--- src/rtl/icsp_programmer_pkg.sv ---
// Shared definitions for the ICSP programmer: command codes, FSM state
// encodings, erase value and the wrapping address-step helper.
`timescale 1ns/1ps
package icsp_programmer_pkg;

  // 6-bit serial command codes, shifted in LSB-first
  localparam logic [5:0] CMD_LOAD_DATA  = 6'h02;
  localparam logic [5:0] CMD_READ_DATA  = 6'h04;
  localparam logic [5:0] CMD_INC_ADDR   = 6'h06;
  localparam logic [5:0] CMD_BEGIN_PROG = 6'h08;
  localparam logic [5:0] CMD_BULK_ERASE = 6'h09;

  // FSM state encodings
  localparam logic [2:0] ST_IDLE     = 3'd0;
  localparam logic [2:0] ST_CMD      = 3'd1;
  localparam logic [2:0] ST_DATA_IN  = 3'd2;
  localparam logic [2:0] ST_RD_FETCH = 3'd3;
  localparam logic [2:0] ST_DATA_OUT = 3'd4;
  localparam logic [2:0] ST_PROG     = 3'd5;
  localparam logic [2:0] ST_ERASE    = 3'd6;

  // Blank flash word
  localparam logic [13:0] ERASE_VALUE = 14'h3FFF;

  // Next address, wrapping from last back to 0
  function automatic logic [11:0] addr_next(input logic [11:0] a,
                                            input logic [11:0] last);
    return (a == last) ? 12'd0 : a + 12'd1;
  endfunction

endpackage

--- src/rtl/icsp_sync_edge.sv ---
// Two-flop synchronizer for an asynchronous pin with registered rise/fall
// pulses. A pin transition shows up as a one-clk pulse 3 clk later.
// With EDGE_EN=0 only the synchronized level is meaningful.
`timescale 1ns/1ps
module icsp_sync_edge #(
  parameter bit EDGE_EN = 1'b1
) (
  input  logic clk,
  input  logic reset,
  input  logic din,
  output logic sync,
  output logic rise,
  output logic fall
);

  logic s1, s2, s3;

  assign sync = s2;

  // Synchronizer chain, delayed copy, and registered edge pulses
  always_ff @(posedge clk) begin
    if (reset) begin
      s1   <= 1'b0;
      s2   <= 1'b0;
      s3   <= 1'b0;
      rise <= 1'b0;
      fall <= 1'b0;
    end else begin
      s1   <= din;
      s2   <= s1;
      s3   <= s2;
      rise <= EDGE_EN & s2 & ~s3;
      fall <= EDGE_EN & ~s2 & s3;
    end
  end

endmodule

--- src/rtl/icsp_programmer.sv ---
// ICSP serial programming controller. Commands and data arrive LSB-first on
// falling icsp_clk edges; read data is driven on rising edges. Drives the
// program-memory write port for single-word programming and bulk erase.
`timescale 1ns/1ps
module icsp_programmer
  import icsp_programmer_pkg::*;
#(
  parameter int MEM_DEPTH   = 1024,
  parameter int PROG_CYCLES = 16
) (
  input  logic        clk,
  input  logic        reset,
  input  logic        prog_mode,
  input  logic        icsp_clk,
  input  logic        icsp_data_in,
  output logic        icsp_data_out,
  output logic        icsp_data_oe,
  output logic [11:0] mem_addr,
  output logic [13:0] mem_wdata,
  output logic        mem_we,
  input  logic [13:0] mem_rdata,
  output logic        busy,
  output logic        cpu_hold
);

  localparam logic [11:0] ADDR_LAST = 12'(MEM_DEPTH - 1);
  localparam logic [15:0] PROG_LAST = 16'(PROG_CYCLES - 1);

  logic        clk_rise, clk_fall, din_sync;
  logic        unused_clk_lvl, unused_din_rise, unused_din_fall;
  logic [2:0]  state;
  logic [11:0] addr, saved_addr;
  logic [13:0] data_latch;
  logic [15:0] shreg, cnt;
  logic [4:0]  bitcnt;
  logic        pm_q;
  logic [15:0] sh_next;
  logic [5:0]  cmd_next;

  icsp_sync_edge #(.EDGE_EN(1'b1)) u_clk_sync (
    .clk  (clk),
    .reset(reset),
    .din  (icsp_clk),
    .sync (unused_clk_lvl),
    .rise (clk_rise),
    .fall (clk_fall)
  );

  icsp_sync_edge #(.EDGE_EN(1'b0)) u_data_sync (
    .clk  (clk),
    .reset(reset),
    .din  (icsp_data_in),
    .sync (din_sync),
    .rise (unused_din_rise),
    .fall (unused_din_fall)
  );

  // LSB-first shift: new bit enters at the top; after 6 shifts the command
  // sits in [15:10], after 16 shifts the full frame sits in [15:0].
  assign sh_next   = {din_sync, shreg[15:1]};
  assign cmd_next  = sh_next[15:10];
  assign mem_addr  = addr;
  assign mem_wdata = (state == ST_ERASE) ? ERASE_VALUE : data_latch;
  assign cpu_hold  = prog_mode;

  // Main protocol FSM, address counter and memory-write sequencing
  always_ff @(posedge clk) begin
    if (reset) begin
      state         <= ST_IDLE;
      addr          <= '0;
      saved_addr    <= '0;
      data_latch    <= ERASE_VALUE;
      shreg         <= '0;
      bitcnt        <= '0;
      cnt           <= '0;
      pm_q          <= 1'b0;
      mem_we        <= 1'b0;
      busy          <= 1'b0;
      icsp_data_oe  <= 1'b0;
      icsp_data_out <= 1'b0;
    end else begin
      pm_q   <= prog_mode;
      mem_we <= 1'b0;
      if (!prog_mode) begin
        // Leaving programming mode aborts whatever is in flight
        state         <= ST_IDLE;
        busy          <= 1'b0;
        icsp_data_oe  <= 1'b0;
        icsp_data_out <= 1'b0;
        bitcnt        <= '0;
      end else begin
        case (state)
          ST_IDLE: begin
            state  <= ST_CMD;
            bitcnt <= '0;
            shreg  <= '0;
          end
          ST_CMD: if (clk_fall) begin
            if (bitcnt == 5'd5) begin
              bitcnt <= '0;
              shreg  <= '0;
              case (cmd_next)
                CMD_LOAD_DATA:  state <= ST_DATA_IN;
                CMD_READ_DATA: begin
                  state <= ST_RD_FETCH;
                  cnt   <= '0;
                end
                CMD_INC_ADDR:   addr <= addr_next(addr, ADDR_LAST);
                CMD_BEGIN_PROG: begin
                  mem_we <= 1'b1;
                  busy   <= 1'b1;
                  cnt    <= '0;
                  state  <= ST_PROG;
                end
                CMD_BULK_ERASE: begin
                  saved_addr <= addr;
                  addr       <= '0;
                  mem_we     <= 1'b1;
                  busy       <= 1'b1;
                  state      <= ST_ERASE;
                end
                default: ;
              endcase
            end else begin
              bitcnt <= bitcnt + 5'd1;
              shreg  <= sh_next;
            end
          end
          ST_DATA_IN: if (clk_fall) begin
            if (bitcnt == 5'd15) begin
              // Frame is start, data[13:0], stop; framing bits are dropped
              data_latch <= sh_next[14:1];
              bitcnt     <= '0;
              shreg      <= '0;
              state      <= ST_CMD;
            end else begin
              bitcnt <= bitcnt + 5'd1;
              shreg  <= sh_next;
            end
          end
          ST_RD_FETCH: begin
            // Give the registered memory read time to settle at addr
            if (cnt == 16'd2) begin
              shreg        <= {1'b0, mem_rdata, 1'b0};
              bitcnt       <= '0;
              icsp_data_oe <= 1'b1;
              state        <= ST_DATA_OUT;
            end else begin
              cnt <= cnt + 16'd1;
            end
          end
          ST_DATA_OUT: begin
            if (clk_rise) begin
              icsp_data_out <= shreg[0];
              shreg         <= {1'b0, shreg[15:1]};
            end
            if (clk_fall) begin
              if (bitcnt == 5'd15) begin
                icsp_data_oe  <= 1'b0;
                icsp_data_out <= 1'b0;
                bitcnt        <= '0;
                state         <= ST_CMD;
              end else begin
                bitcnt <= bitcnt + 5'd1;
              end
            end
          end
          ST_PROG: begin
            if (cnt == PROG_LAST) begin
              busy  <= 1'b0;
              state <= ST_CMD;
            end else begin
              cnt <= cnt + 16'd1;
            end
          end
          ST_ERASE: begin
            // Walk the whole array, then restore the caller's address
            if (addr == ADDR_LAST) begin
              addr  <= saved_addr;
              busy  <= 1'b0;
              state <= ST_CMD;
            end else begin
              addr   <= addr + 12'd1;
              mem_we <= 1'b1;
            end
          end
          default: state <= ST_IDLE;
        endcase
      end
      // Each entry into programming mode starts from address 0
      if (prog_mode && !pm_q) addr <= '0;
    end
  end

endmodule

--- config.mk ---
export PLATFORM = sky130hd
export DESIGN_NAME = icsp_programmer
export DESIGN_NICKNAME = d
export VERILOG_FILES = /design/src/rtl/icsp_programmer_pkg.sv /design/src/rtl/icsp_sync_edge.sv /design/src/rtl/icsp_programmer.sv
export SDC_FILE = /design/constraint.sdc
export NUM_CORES = 1
export LEC_CHECK = 0
export ABC_AREA = 1
export CORE_UTILIZATION = 30
export CTS_CLUSTER_SIZE = 10
export DETAILED_ROUTE_END_ITERATION = 12
export GPL_TIMING_DRIVEN = 0
export SKIP_CTS_REPAIR_TIMING = 1
export SYNTH_ARGS = -nofsm -noshare
export SYNTH_HDL_FRONTEND = slang
export SYNTH_HIERARCHICAL = 1
export SYNTH_SLANG_ARGS = --single-unit
--- constraint.sdc ---
create_clock -name clk -period 5.1 [get_ports clk]
set_input_delay 1.02 -clock clk [delete_from_list [all_inputs] [get_ports clk]]
set_output_delay 1.02 -clock clk [all_outputs]
set_load 0.01 [all_outputs]
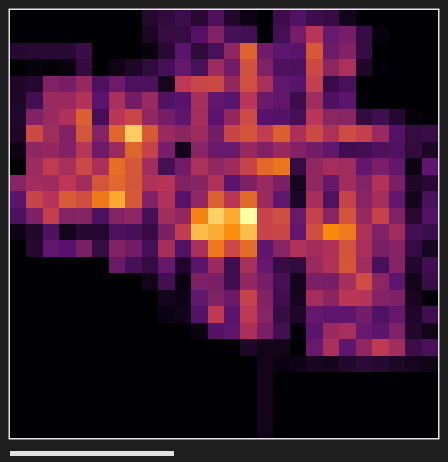
run_1/route_heat.png
Scale bar: 50 um. 26 x 26 tiles, from black (low) to pale yellow (high), scaled to the fullest tile. Values are wire area over tile area, all layers added.
mean over tiles: 0.11
emptiest ninth of the die: bottom left
fullest tile: 0.53
nearly empty tiles: 34%
GRT Total Usage: 15.3%
drt wl/cell: 11.8 um
vias: 4743
Post-Route WL: 12.3 mm

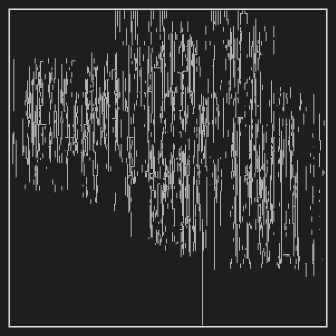
run_1/m2.png
main direction: vertical
longest straight run: 54.4 um
nets with wire on the layer: 604
wire length on this layer: 5530 um
share of all routed wire: 45%

==> results.py, run 1 <==
# Metrics from the implementation run
metrics = {
    "routing": {
        "drc": 0,
        "antenna_left": 0,
        "firstDrtPassIters": 5,
    },
    "power_and_ir_drop": {
        "p_int_uw": 1290,
        "p_clk_uw": 692,
        "power.density_nw_per_um2": 327,
        "p_clk_share_pct": 35.2,
        "p_leak_uw": 0.00234,
        "switching_share_pct": 34.3,
        "seq-power_uw": 752,
        "powerComb_uw": 523,
    },
    "worst_setup_path": {
        "crit_buf_inv": 4,
        "max_stage_delay_ps": 530,
        "crit_path_start_kind": "flop",
        "cp_slowest_cell": "clkdlybuf4s50_1",
        "crit_type": "flop to output pin",
        "cp.required_ps": 4080,
    },
    "timing": {
        "rsz0062_at_grt": "no",
        "relSlewSlack_pct": 50.9,
        "worstMarginPinSlew_ps": 728,
        "period_needed_ps": 3530,
        "fin_skew_ps": 12.4,
        "timing.fmax_mhz": 283,
        "hold_viol_final": 0,
    },
    "yosys": {
        "syn-instance-count": 762,
        "synth_area_sq_um": 4940,
        "fp_nets": 788,
    },
    "layout": {
        "drive_gt1_share_pct": 8.71,
        "fill_cells": 1767,
        "lay_top_count": "nand2_1",
    },
    "die": {
        "io_pins": 50,
        "fp.dieH_um": 130,
        "num_rows": 46,
    },
    "job": {
        "warnings": 29,
    },
    "grt": {
        "overflow": 0,
        "grt_pass1_vias": 4287,
    },
    "clock_tree": {
        "root_buffer": "clkbuf_16",
        "insertion_delay_ps": 340,
        "htreeDepth": 3,
    },
    "worst_hold_path": {
        "min_path_type": "flop to flop",
    },
    "outcome": {
        "status": "completed",
    },
    "placement": {
        "pre_cts_ws_ps": 1780,
    },
}
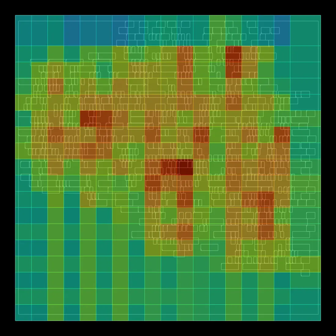
run_1/congestion_map.png
met2 Use GR: 25.1%
gr busiest metal: met2
global routing usage on met3: 3.40%
grt met1 use: 20.2%
Final Core Density: 37.6%

run 1: cell type report:
type	count	area, sq um	area share (%)
plain buffers	27	155	2.58
clock buffers	9	225	3.75
clock inverters	7	85.1	1.42
inverters	71	267	4.43
multi-input cells	574	2720	45.2
flip-flops and latches	90	1800	30.0
well taps	216	270	4.50
repair buffers	49	490	8.16
run 1: metrics by stage:
stage	hold slack, ps	util (%)	power, uW	instances	area [sq um]
after floorplan	388	-	1160	762	4940
after global placement	393	35.6	1290	1027	5700
after detailed placement	396	35.6	1290	1027	5700
after CTS	405	37.6	1980	1043	6010
after global routing	423	37.6	2090	1043	6010
final	404	37.6	1970	1043	6010
run 1: state kept, by name, indices dropped and copies added, names as in the netlist:
| register | flops |
|---|---|
| bitcnt | 5 |
| busy | 1 |
| cnt | 16 |
| data_latch | 14 |
| icsp_data_oe | 1 |
| icsp_data_out | 1 |
| mem_addr | 12 |
| mem_we | 1 |
| pm_q | 1 |
| saved_addr | 12 |
| shreg | 16 |
| state | 3 |
| u_clk_sync/fall | 1 |
| u_clk_sync/rise | 1 |
| u_clk_sync/s1 | 1 |
| u_clk_sync/s3 | 1 |
| u_clk_sync/sync | 1 |
| u_data_sync/s1 | 1 |
| u_data_sync/sync | 1 |
run 1: path summary, 6_finish.rpt:
check / startpoint / to / slack [ps] / depth (start not counted)
min reg2reg: u_clk_sync/s1$_SDFF_PP0_ / u_clk_sync/sync$_SDFF_PP0_ / 400 / 2
min: u_clk_sync/s1$_SDFF_PP0_ / u_clk_sync/sync$_SDFF_PP0_ / 400 / 2
max: state[0]$_SDFFE_PP0P_ / mem_wdata[11] / 1570 / 7
max reg2reg: bitcnt[0]$_SDFFE_PP0P_ / data_latch[0]$_SDFFE_PP1P_ / 2860 / 10
--- run 2 (diff from run 1) ---
==> constraint.sdc (replaced) <==
create_clock -name clk -period 3.2 [get_ports clk]
set_input_delay 0.64 -clock clk [delete_from_list [all_inputs] [get_ports clk]]
set_output_delay 0.64 -clock clk [all_outputs]
set_load 0.01 [all_outputs]
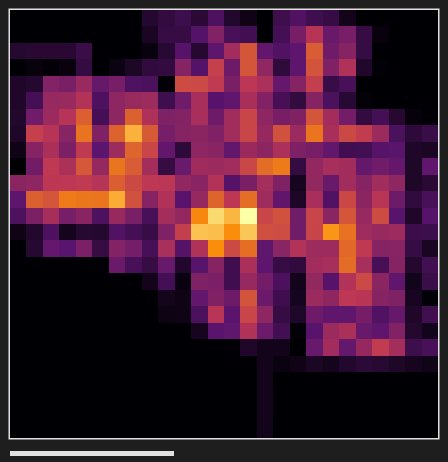
run_2/route_heat.png
Scale bar: 50 um. 26 x 26 tiles, from black (low) to pale yellow (high), scaled to the fullest tile. Values are wire area over tile area, all layers added.
nearly empty tiles: 34%
mean over tiles: 0.11
fullest tile: 0.53
tiles over half the peak: 11%
densest ninth of the die: middle
Post-Route WL: 12.3 mm
drt wl/cell: 11.8 um
vias: 4756

==> run 2 against run 1 <==
Effect of this change:
- die area unchanged
- setup slack worse by 1200 ps
- via count up 0.27%
==> results.py, run 2 <==
# Metrics from the implementation run
metrics = {
    "power_and_ir_drop": {
        "power.density_nw_per_um2": 522,
        "switching_share_pct": 34.3,
        "p_clk_uw": 1100,
        "p_int_uw": 2060,
        "p_total_uw": 3130,
        "p_leak_uw": 0.00234,
        "powerComb_uw": 833,
    },
    "layout": {
        "drive_gt1_share_pct": 8.84,
        "fill_cells": 1767,
        "top_regs": "cnt (16), shreg (16), data_latch (14)",
        "lay_top_count": "nand2_1",
    },
    "clock_tree": {
        "root_buffer": "clkbuf_16",
        "insertion_delay_ps": 340,
    },
    "timing": {
        "fin_skew_ps": 12.5,
        "timing.fmax_mhz": 359,
        "timing.hold.ws_ps": 404,
        "period_needed_ps": 2780,
        "rsz0062_at_grt": "no",
        "worstMarginPinSlew_ps": 735,
        "hold_viol_final": 0,
    },
    "worst_setup_path": {
        "cp_slowest_cell": "clkdlybuf4s50_1",
        "crit_type": "flop to output pin",
        "cp.required_ps": 2560,
        "crit_path_start_kind": "flop",
        "max_stage_delay_ps": 540,
        "crit_buf_inv": 3,
    },
    "grt": {
        "met1_usage_pct": 20.2,
        "grtUsageTotal_pct": 15.3,
        "busiest_layer": "met2",
        "grt_pass1_vias": 4287,
        "use_met2_pct": 25.1,
        "overflow": 0,
    },
    "yosys": {
        "fp_nets": 788,
        "synth_area_sq_um": 4940,
        "syn-instance-count": 762,
    },
    "die": {
        "fp.dieH_um": 130,
        "num_rows": 46,
        "fp_util_pct": 30.9,
        "io_pins": 50,
    },
    "job": {
        "warnings": 29,
    },
    "outcome": {
        "status": "completed",
    },
    "worst_hold_path": {
        "min_path_type": "flop to flop",
    },
    "routing": {
        "firstDrtPassIters": 4,
        "antenna_left": 0,
        "drc": 0,
    },
}
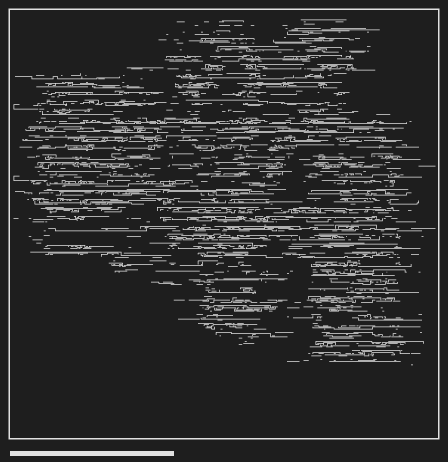
run_2/m1.png
Scale bar: 50 um.
share of all routed wire: 50%
wire length on this layer: 6100 um
longest straight run: 32.2 um
nets with wire on the layer: 790
main direction: horizontal

==> run 2: worst reg2reg max path, stage by stage (launching register included) <==
cell	delay [ps]
dfxtp_1	410
ha_1	200
nand2_1	80
nor2_1	150
ha_1	250
inv_1	110
nor3_4	400
inv_2	160
buf_2	220
nand2_1	70
nand3_1	60
==> run 2: worst paths after layout <==
path	startpoint	to	slack (ps)	cells past startpoint
max	state[0]$_SDFFE_PP0P_	mem_wdata[1]	420	6
min	u_clk_sync/s1$_SDFF_PP0_	u_clk_sync/sync$_SDFF_PP0_	400	2
max reg2reg	bitcnt[0]$_SDFFE_PP0P_	data_latch[0]$_SDFFE_PP1P_	960	10
min reg2reg	u_clk_sync/s1$_SDFF_PP0_	u_clk_sync/sync$_SDFF_PP0_	400	2
==> run 2: stage by stage <==
step	worst slack, ps	instances	area [sq um]	utilization, %
floorplan	1290	762	4940	-
global placement	407	1027	5700	35.6
detailed placement	411	1027	5700	35.6
CTS	20.7	1043	6010	37.6
global route	197	1042	6010	37.5
finish	416	1042	6010	37.5
==> run 2: layout make-up <==
| type | count | area [sq um] | area share, % |
|---|---|---|---|
| sequential | 90 | 1800 | 30.0 |
| buffer | 26 | 153 | 2.54 |
| multi-input combinational | 574 | 2720 | 45.2 |
| tap | 216 | 270 | 4.50 |
| inverter | 71 | 267 | 4.44 |
| clock buffer | 9 | 225 | 3.75 |
| timing repair buffer | 49 | 490 | 8.16 |
| clock inverter | 7 | 85.1 | 1.42 |
==> run 2: per-layer routing <==
metal  vias to the layer above  part of all wire, %  wire length, um
li1                       2552                    -                -
met1                      2103                   50             6100
met2                        88                   45             5520
met3                        13                  4.0              492
met4                         0                  1.2              143
met5                         -                    0                0
Power and IR drop assume default switching activity.
